Fig. 1: run 1, congestion heat map
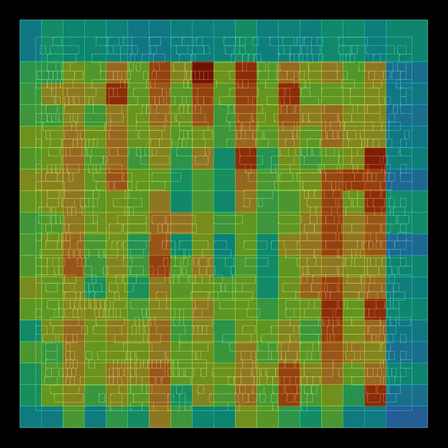
Fig. 2: run 1, logic cells by family
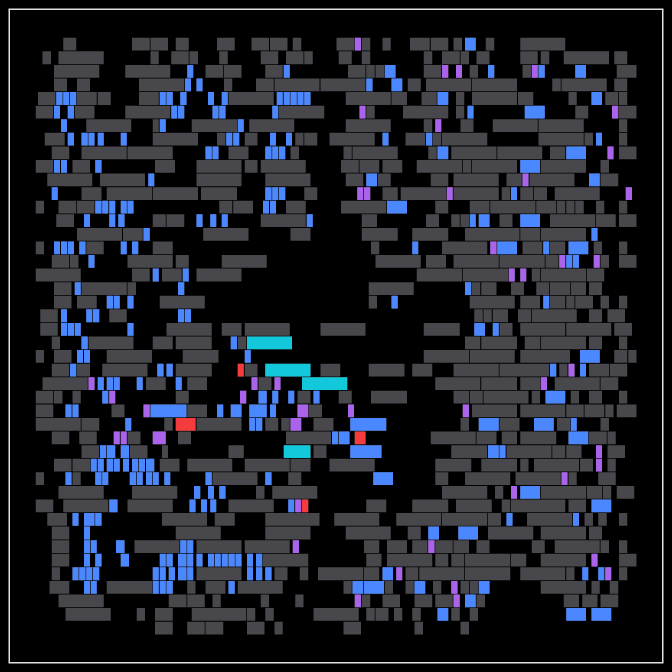
Fig. 3: run 1, cells colored by class
Scale bar: 50 um.
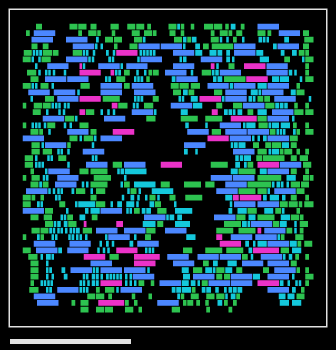
**config.mk**
```make
export PLATFORM = sky130hd
export DESIGN_NAME = mem_port_arbiter
export DESIGN_NICKNAME = d
export VERILOG_FILES = /design/src/rtl/mem_arb_pkg.sv /design/src/rtl/mem_arb_pick.sv /design/src/rtl/mem_port_arbiter.sv
export SDC_FILE = /design/constraint.sdc
export NUM_CORES = 1
export LEC_CHECK = 0
export ABC_AREA = 1
export CAP_MARGIN = 40
export CORE_MARGIN = 5
export CORE_UTILIZATION = 32
export DETAILED_ROUTE_END_ITERATION = 7
export PLACE_DENSITY_LB_ADDON = 0.08
export SYNTH_ARGS = -nofsm -noshare
export SYNTH_HDL_FRONTEND = slang
export SYNTH_HIERARCHICAL = 1
export SYNTH_SLANG_ARGS = --single-unit
```
**constraint.sdc**
```tcl
create_clock -name clk -period 1.2 [get_ports clk]
set_input_delay 0.24 -clock clk [delete_from_list [all_inputs] [get_ports clk]]
set_output_delay 0.24 -clock clk [all_outputs]
set_load 0.01 [all_outputs]
```
**src/rtl/mem_arb_pkg.sv**
```systemverilog
// Shared types for the RAM port arbiter:
// FSM states, grant IDs and default widths.
package mem_arb_pkg;
  localparam int AW_DEF = 8;
  localparam int DW_DEF = 32;

  typedef enum logic [1:0] {
    S_IDLE,
    S_ACC,
    S_WAIT,
    S_DONE
  } state_t;

  typedef enum logic {
    GNT_IF = 1'b0,
    GNT_D  = 1'b1
  } gnt_t;
endpackage

```
**src/rtl/mem_arb_pick.sv**
```systemverilog
// 2-way request picker. Ties go to data, or alternate when MEM_ARB_RR_EN is defined.
// Ports: if_req, d_req, last_grant in; any, gnt out.
module mem_arb_pick
  import mem_arb_pkg::*;
(
  input  logic if_req,
  input  logic d_req,
  input  gnt_t last_grant,
  output logic any,
  output gnt_t gnt
);

`ifdef MEM_ARB_RR_EN
  gnt_t tie_gnt;
  assign tie_gnt = (last_grant == GNT_D) ? GNT_IF : GNT_D;
`else
  gnt_t tie_gnt;
  logic unused_lg;
  assign tie_gnt   = GNT_D;
  assign unused_lg = last_grant;
`endif

  always_comb begin
    any = if_req | d_req;
    gnt = GNT_IF;
    unique case (1'b1)
      (if_req & d_req):  gnt = tie_gnt;
      (d_req & ~if_req): gnt = GNT_D;
      (if_req & ~d_req): gnt = GNT_IF;
      default:           gnt = GNT_IF;
    endcase
  end
endmodule

```
**src/rtl/mem_port_arbiter.sv**
```systemverilog
// Shares one RAM port between fetch and load/store; returns held rdata.
// Ports: if_*, d_* requesters; ram_* RAM side; busy. Macro: MEM_ARB_RR_EN.
module mem_port_arbiter
  import mem_arb_pkg::*;
#(
  parameter int AW     = AW_DEF,
  parameter int DW     = DW_DEF,
  parameter int RD_LAT = 1
) (
  input  logic          clk,
  input  logic          rst_n,
  input  logic          if_req,
  input  logic [AW-1:0] if_addr,
  output logic          if_done,
  output logic [DW-1:0] if_rdata,
  input  logic          d_req,
  input  logic          d_we,
  input  logic [AW-1:0] d_addr,
  input  logic [DW-1:0] d_wdata,
  output logic          d_done,
  output logic [DW-1:0] d_rdata,
  output logic [DW-1:0] ram_data,
  output logic [AW-1:0] ram_rdaddr,
  output logic [AW-1:0] ram_wraddr,
  output logic          ram_wren,
  input  logic [DW-1:0] ram_q,
  output logic          busy
);

  localparam int CW = (RD_LAT < 2) ? 1 : $clog2(RD_LAT + 1);

  state_t        state, state_nx;
  gnt_t          gnt_q, last_grant, pick_gnt;
  logic          pick_any;
  logic          we_q;
  logic [CW-1:0] cnt;

  mem_arb_pick u_pick (
    .if_req     (if_req),
    .d_req      (d_req),
    .last_grant (last_grant),
    .any        (pick_any),
    .gnt        (pick_gnt)
  );

  always_ff @(posedge clk or negedge rst_n) begin
    if (!rst_n) state <= S_IDLE;
    else        state <= state_nx;
  end

  // DONE never samples requests, so a held req is not served twice
  always_comb begin
    state_nx = state;
    unique case (state)
      S_IDLE:  if (pick_any) state_nx = S_ACC;
      S_ACC:   state_nx = we_q ? S_DONE : S_WAIT;
      S_WAIT:  if (cnt == CW'(1)) state_nx = S_DONE;
      S_DONE:  state_nx = S_IDLE;
      default: state_nx = S_IDLE;
    endcase
  end

  always_ff @(posedge clk or negedge rst_n) begin
    if (!rst_n) begin
      gnt_q      <= GNT_IF;
      last_grant <= GNT_IF;
      we_q       <= 1'b0;
      cnt        <= '0;
      if_rdata   <= '0;
      d_rdata    <= '0;
      ram_data   <= '0;
      ram_rdaddr <= '0;
      ram_wraddr <= '0;
      ram_wren   <= 1'b0;
    end else begin
      unique case (state)
        S_IDLE: begin
          if (pick_any) begin
            gnt_q      <= pick_gnt;
            last_grant <= pick_gnt;
            if (pick_gnt == GNT_D) begin
              we_q       <= d_we;
              ram_wren   <= d_we;
              ram_rdaddr <= d_we ? '0 : d_addr;
              ram_wraddr <= d_we ? d_addr : '0;
              ram_data   <= d_we ? d_wdata : '0;
            end else begin
              we_q       <= 1'b0;
              ram_wren   <= 1'b0;
              ram_rdaddr <= if_addr;
              ram_wraddr <= '0;
              ram_data   <= '0;
            end
          end
        end
        S_ACC: begin
          ram_wren <= 1'b0;
          cnt      <= CW'(RD_LAT);
        end
        S_WAIT: begin
          if (cnt == CW'(1)) begin
            if (gnt_q == GNT_D) d_rdata  <= ram_q;
            else                if_rdata <= ram_q;
          end else begin
            cnt <= cnt - CW'(1);
          end
        end
        default: ;
      endcase
    end
  end

  assign if_done = (state == S_DONE) && (gnt_q == GNT_IF);
  assign d_done  = (state == S_DONE) && (gnt_q == GNT_D);
  assign busy    = (state != S_IDLE);
endmodule

```
==> metrics.yaml, run 1 <==
clock_tree:
  numCtsBuffers: 17
  cts_tree: "done"
  clockRootBuffer: "clkbuf_16"
  h-tree-depth: 4
  cts.repair.resized: 526
floorplanning:
  die_area_mm2: 0.0171
cells_and_area:
  mostFrequentLayoutCells: "nand2_1 (200), dfrtp_1 (118), clkdlybuf4s50_1 (83)"
  final_layout_size_suffix_gt1_frac: 0.388
  seq_share: 0.350
  biggestCellCategory: "sequential cells"
  syn2layout_area_growth_pct: 81.2
placed_design:
  gp_congestion: 0.795
  placed_area_mm2: 0.00710
routing:
  wl_met1_um: 6160
  vias_per_cell: 4.46
  met3_length_um: 1460
  wirelength_um: 15000
  dr.max_layer_used: "met4"
final_timing:
  slew_headroom: 0.720
  setup_slack_ns: -0.303
  fin_skew_ns: 0.00729
  holdWs_ns: 0.345
  hold_viol: 0
  setup_viol: 124
synthesis:
  top_area_cell: "dfrtp_1"
  fp_nets: 606
  syn_area_mm2: 0.00465
  flop_cell: "dfrtp_1"
  edf_count: 0
  ys_top_cells_by_count: "nand2_1 (241), dfrtp_1 (118), inv_1 (45), o21ai_0 (36), o21ai_1 (32)"
  ys_sh_mux: 0
  logic_family: "simple AND/OR/NAND/NOR gates"
power_and_ir_drop:
  powerDensity_mw_per_mm2: 2800
  p_sw_frac: 0.353
  p_switching_uw: 8340
setup_path:
  worstSetupStartpoint: "state[1]"
  cp.arrival_ns: 1.26
  cpMaxStageDelayCell: "dfrtp_1"
  crit_end: "busy"
status:
  violations: "negative setup slack"
  status: "complete, but fails checks"
Notes on Fig. 1 above:
Util after Layout: 0.585
wire length per cell: 15.0 um
Total GRT Usage: 0.166
GR Util met2: 0.257
met3 usage: 0.0675

Notes on Fig. 2 above:
Key: NAND gates = blue [cells 254, most used nand2_1, where all over the die]; adder and majority cells = cyan [cells 4, most used ha_4, where center]; NOR gates = red [cells 4, most used nor2_1]; inverters = purple [cells 46, most used inv_1, where all over the die]
logic share of the area: 0.210
Top cell excl fill/tap: nand2_1
Non-Filler Instances: 1,000

Notes on Fig. 3 above:
Key: combinational and other logic = cyan [cells 376, share of their area 24%]; flops = blue [cells 118, share of their area 36%]; other buffers and delay cells = green [cells 290, share of their area 33%]; clock drivers and dummy loads = magenta [cells 32, share of their area 7.5%]
Core Area: 0.0144 mm2
final instance area: 0.00843 mm2

Fig. 4: run 1, sequential cells grouped by signal name
Scale bar: 50 um. Other sequential cells in the stronger gray, the rest of the logic in the fainter gray.
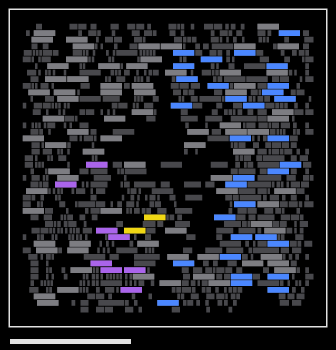

## Run 2: what changed since run 1
Settings changed: CORE_UTILIZATION 32 to 38, PLACE_DENSITY from default to 0.84, PLACE_DENSITY_LB_ADDON 0.08 to default, SLEW_MARGIN from default to 20.
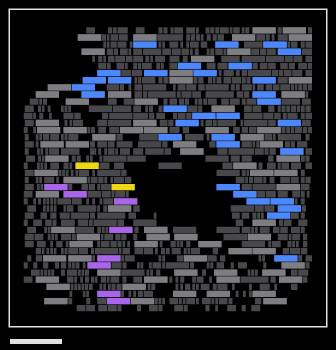
Fig. 5. Sequential cells grouped by signal name (run 2).
Scale bar: 20 um. Other sequential cells in the stronger gray, the rest of the logic in the fainter gray.
Key: if_rdata = blue [flops 32]; ram_wraddr = purple [flops 8]; state = yellow [flops 2]
Util after Layout: 0.713
seq pwr: 7050 uW
Seq area share: 0.345
flip-flop and latch area: 0.00295 mm2

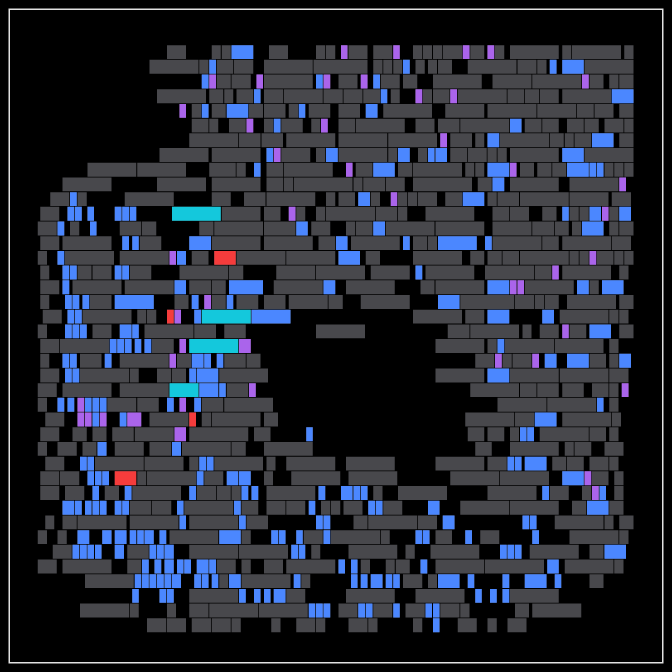
Fig. 6. Logic cells by family (run 2).
Key: NOR gates = red [cells 4, where west]; NAND gates = blue [cells 255, most used nand2_1, where all over the die]; inverters = purple [cells 46, most used inv_1]; adder and majority cells = cyan [cells 4, most used ha_4]
logic share of the area: 0.227
Non-Filler Instances: 970

==> run 2 against run 1 <==
  * The run still ends with negative setup slack left
  * Power grew 4.1%
  * Sequential share of layout area down 0.54 points
  * Synthesized cell count is the same
  * Combinational power up 7%
  * Critical path type is now reg -> reg
==> metrics.yaml, run 2 <==
synthesis:
  ys_sh_simple: 0.215  # unchanged
  logic_family: "simple AND/OR/NAND/NOR gates"  # unchanged
  flop_cell: "dfrtp_1"  # unchanged
  netlist.area_leader.share: 0.634  # unchanged
  syn_area_mm2: 0.00465  # unchanged
  top_area_cell: "dfrtp_1"  # unchanged
  yosys.cell_count.top_type: "nand2_1"  # unchanged
  ys_top_cells_by_count: "nand2_1 (241), dfrtp_1 (118), inv_1 (45), o21ai_0 (36), o21ai_1 (32)"  # unchanged
  ys_sh_mux: 0  # unchanged
  yosys_area_mm2: 0.00465  # unchanged
  topCellsByArea: "dfrtp_1 (63%), nand2_1 (19%), o21ai_0 (3.9%), inv_1 (3.6%), o21ai_1 (3.4%)"  # unchanged
  edf_count: 0  # unchanged
  fp_nets: 606  # unchanged
routing:
  wl_met1_um: 6530  # was 6160 um
  drt-wirelength-per-cell_um: 18.1  # was 15.0 um
  wirelength_um: 17500  # was 15,000 um
  drc: 0  # unchanged
  wl_met2_um: 9330  # was 7040 um
  route.vias.total: 4792  # was 4,461
  ant_nets: 0  # unchanged
  vias_per_cell: 4.94  # was 4.46
  met3_length_um: 1160  # was 1460 um
  dr.max_layer_used: "met4"  # unchanged
setup_path:
  cp.arrival_ns: 1.89  # was 1.26 ns
  cp_num_buf_inv: 4  # unchanged
  worstSetupStartpoint: "state[0]"  # was state[1]
  crit_end: "d_rdata[0]"  # was busy
  cpMaxStageDelayCell: "dfrtp_1"  # unchanged
  start_kind: "flop"  # unchanged
  crit_fanout: 26  # was 2
  cp.required_ns: 1.51  # was 0.96 ns
  path_delay_family: "buffers and inverters"  # was flip-flops
  path_common_cell: "buf_6"  # unchanged
final_timing:
  fin_skew_ns: 0.0101  # was 0.00729 ns
  setup_viol: 127  # was 124
  holdWs_ns: 0.364  # was 0.345 ns
  rsz0062_at_grt: "yes"  # unchanged
  fin_crit_ns: 1.58  # was 1.50 ns
  setup_slack_ns: -0.377  # was -0.303 ns
  hold_viol: 0  # unchanged
  slew_headroom: 0.807  # was 0.720
clock_tree:
  path_clk_slew_ns: 0.06  # about the same
  cts.repair.resized: 520  # was 526
  clock_latency_ns: 0.41  # about the same
  cts_tree: "done"  # unchanged
  h-tree-depth: 4  # unchanged
  clkSinkCount: 118  # unchanged
  numCtsBuffers: 17  # unchanged
  clockRootBuffer: "clkbuf_16"  # unchanged
cells_and_area:
  biggestCellCategory: "sequential cells"  # unchanged
  num-nonclk-buffers: 296  # was 290
  fin_nets: 899  # was 892
  mostFrequentLayoutCells: "nand2_1 (178), dfrtp_1 (118), buf_2 (94)"  # was nand2_1 (200), dfrtp_1 (118), clkdlybuf4s50_1 (83)
  nMultiInputCombCells: 331  # was 330
  buf_share: 0.311  # was 0.319
  layout_top_cell: "nand2_1"  # unchanged
  final_layout_size_suffix_gt1_frac: 0.439  # was 0.388
  syn2layout_area_growth_pct: 84.0  # was 81.2%
  design_area_mm2: 0.00856  # was 0.00843 mm2
floorplanning:
  die_area_mm2: 0.0146  # was 0.0171 mm2
  fp-utilization: 0.387  # was 0.323
  num_rows: 40  # was 44
  n_tap_cell: 147  # was 184
  core_mm2: 0.0120  # was 0.0144 mm2
power_and_ir_drop:
  powerDensity_mw_per_mm2: 2870  # was 2800 mW/mm2
  p_sw_frac: 0.373  # was 0.353
  p_leak_uw: 0.00458  # was 0.00446 uW
  ir_drop_v: 0.00135  # was 0.000984 V
  power.share.sequential: 0.286  # was 0.298
  powerComb_uw: 12100  # was 11,300 uW
  comb_power_share: 0.492  # was 0.479
  p_switching_uw: 9170  # was 8340 uW
worst_hold_path:
  min_from: "d_wdata[2]"
  holdCritPathClass: "in -> reg"  # was in -> async
global_route:
  use_met3: 0.0557  # was 0.0675
  grt_pass1_vias: 4463  # was 4,293
  busiest_layer: "met2"  # unchanged
  grt_util_met2: 0.360  # was 0.257
  grt_use_total: 0.205  # was 0.166
  grt-ovfl-total: 0  # unchanged
  grt_max_degree: 51  # was 33
  grt_pass1_wl_um: 23200  # was 22,000 um
placed_design:
  placed_area_mm2: 0.00701  # was 0.00710 mm2
  post-place-ws_ns: -0.347  # was -0.326 ns
  numPortBuffers: 200  # unchanged
  dp.cells: 864  # was 903
  dp_hpwl_um: 9360  # was 9500 um
  gp_congestion: 0.798  # was 0.795
status:
  violations: "negative setup slack"  # unchanged
  status: "complete, but fails checks"  # unchanged
Power and IR drop assume default switching activity.
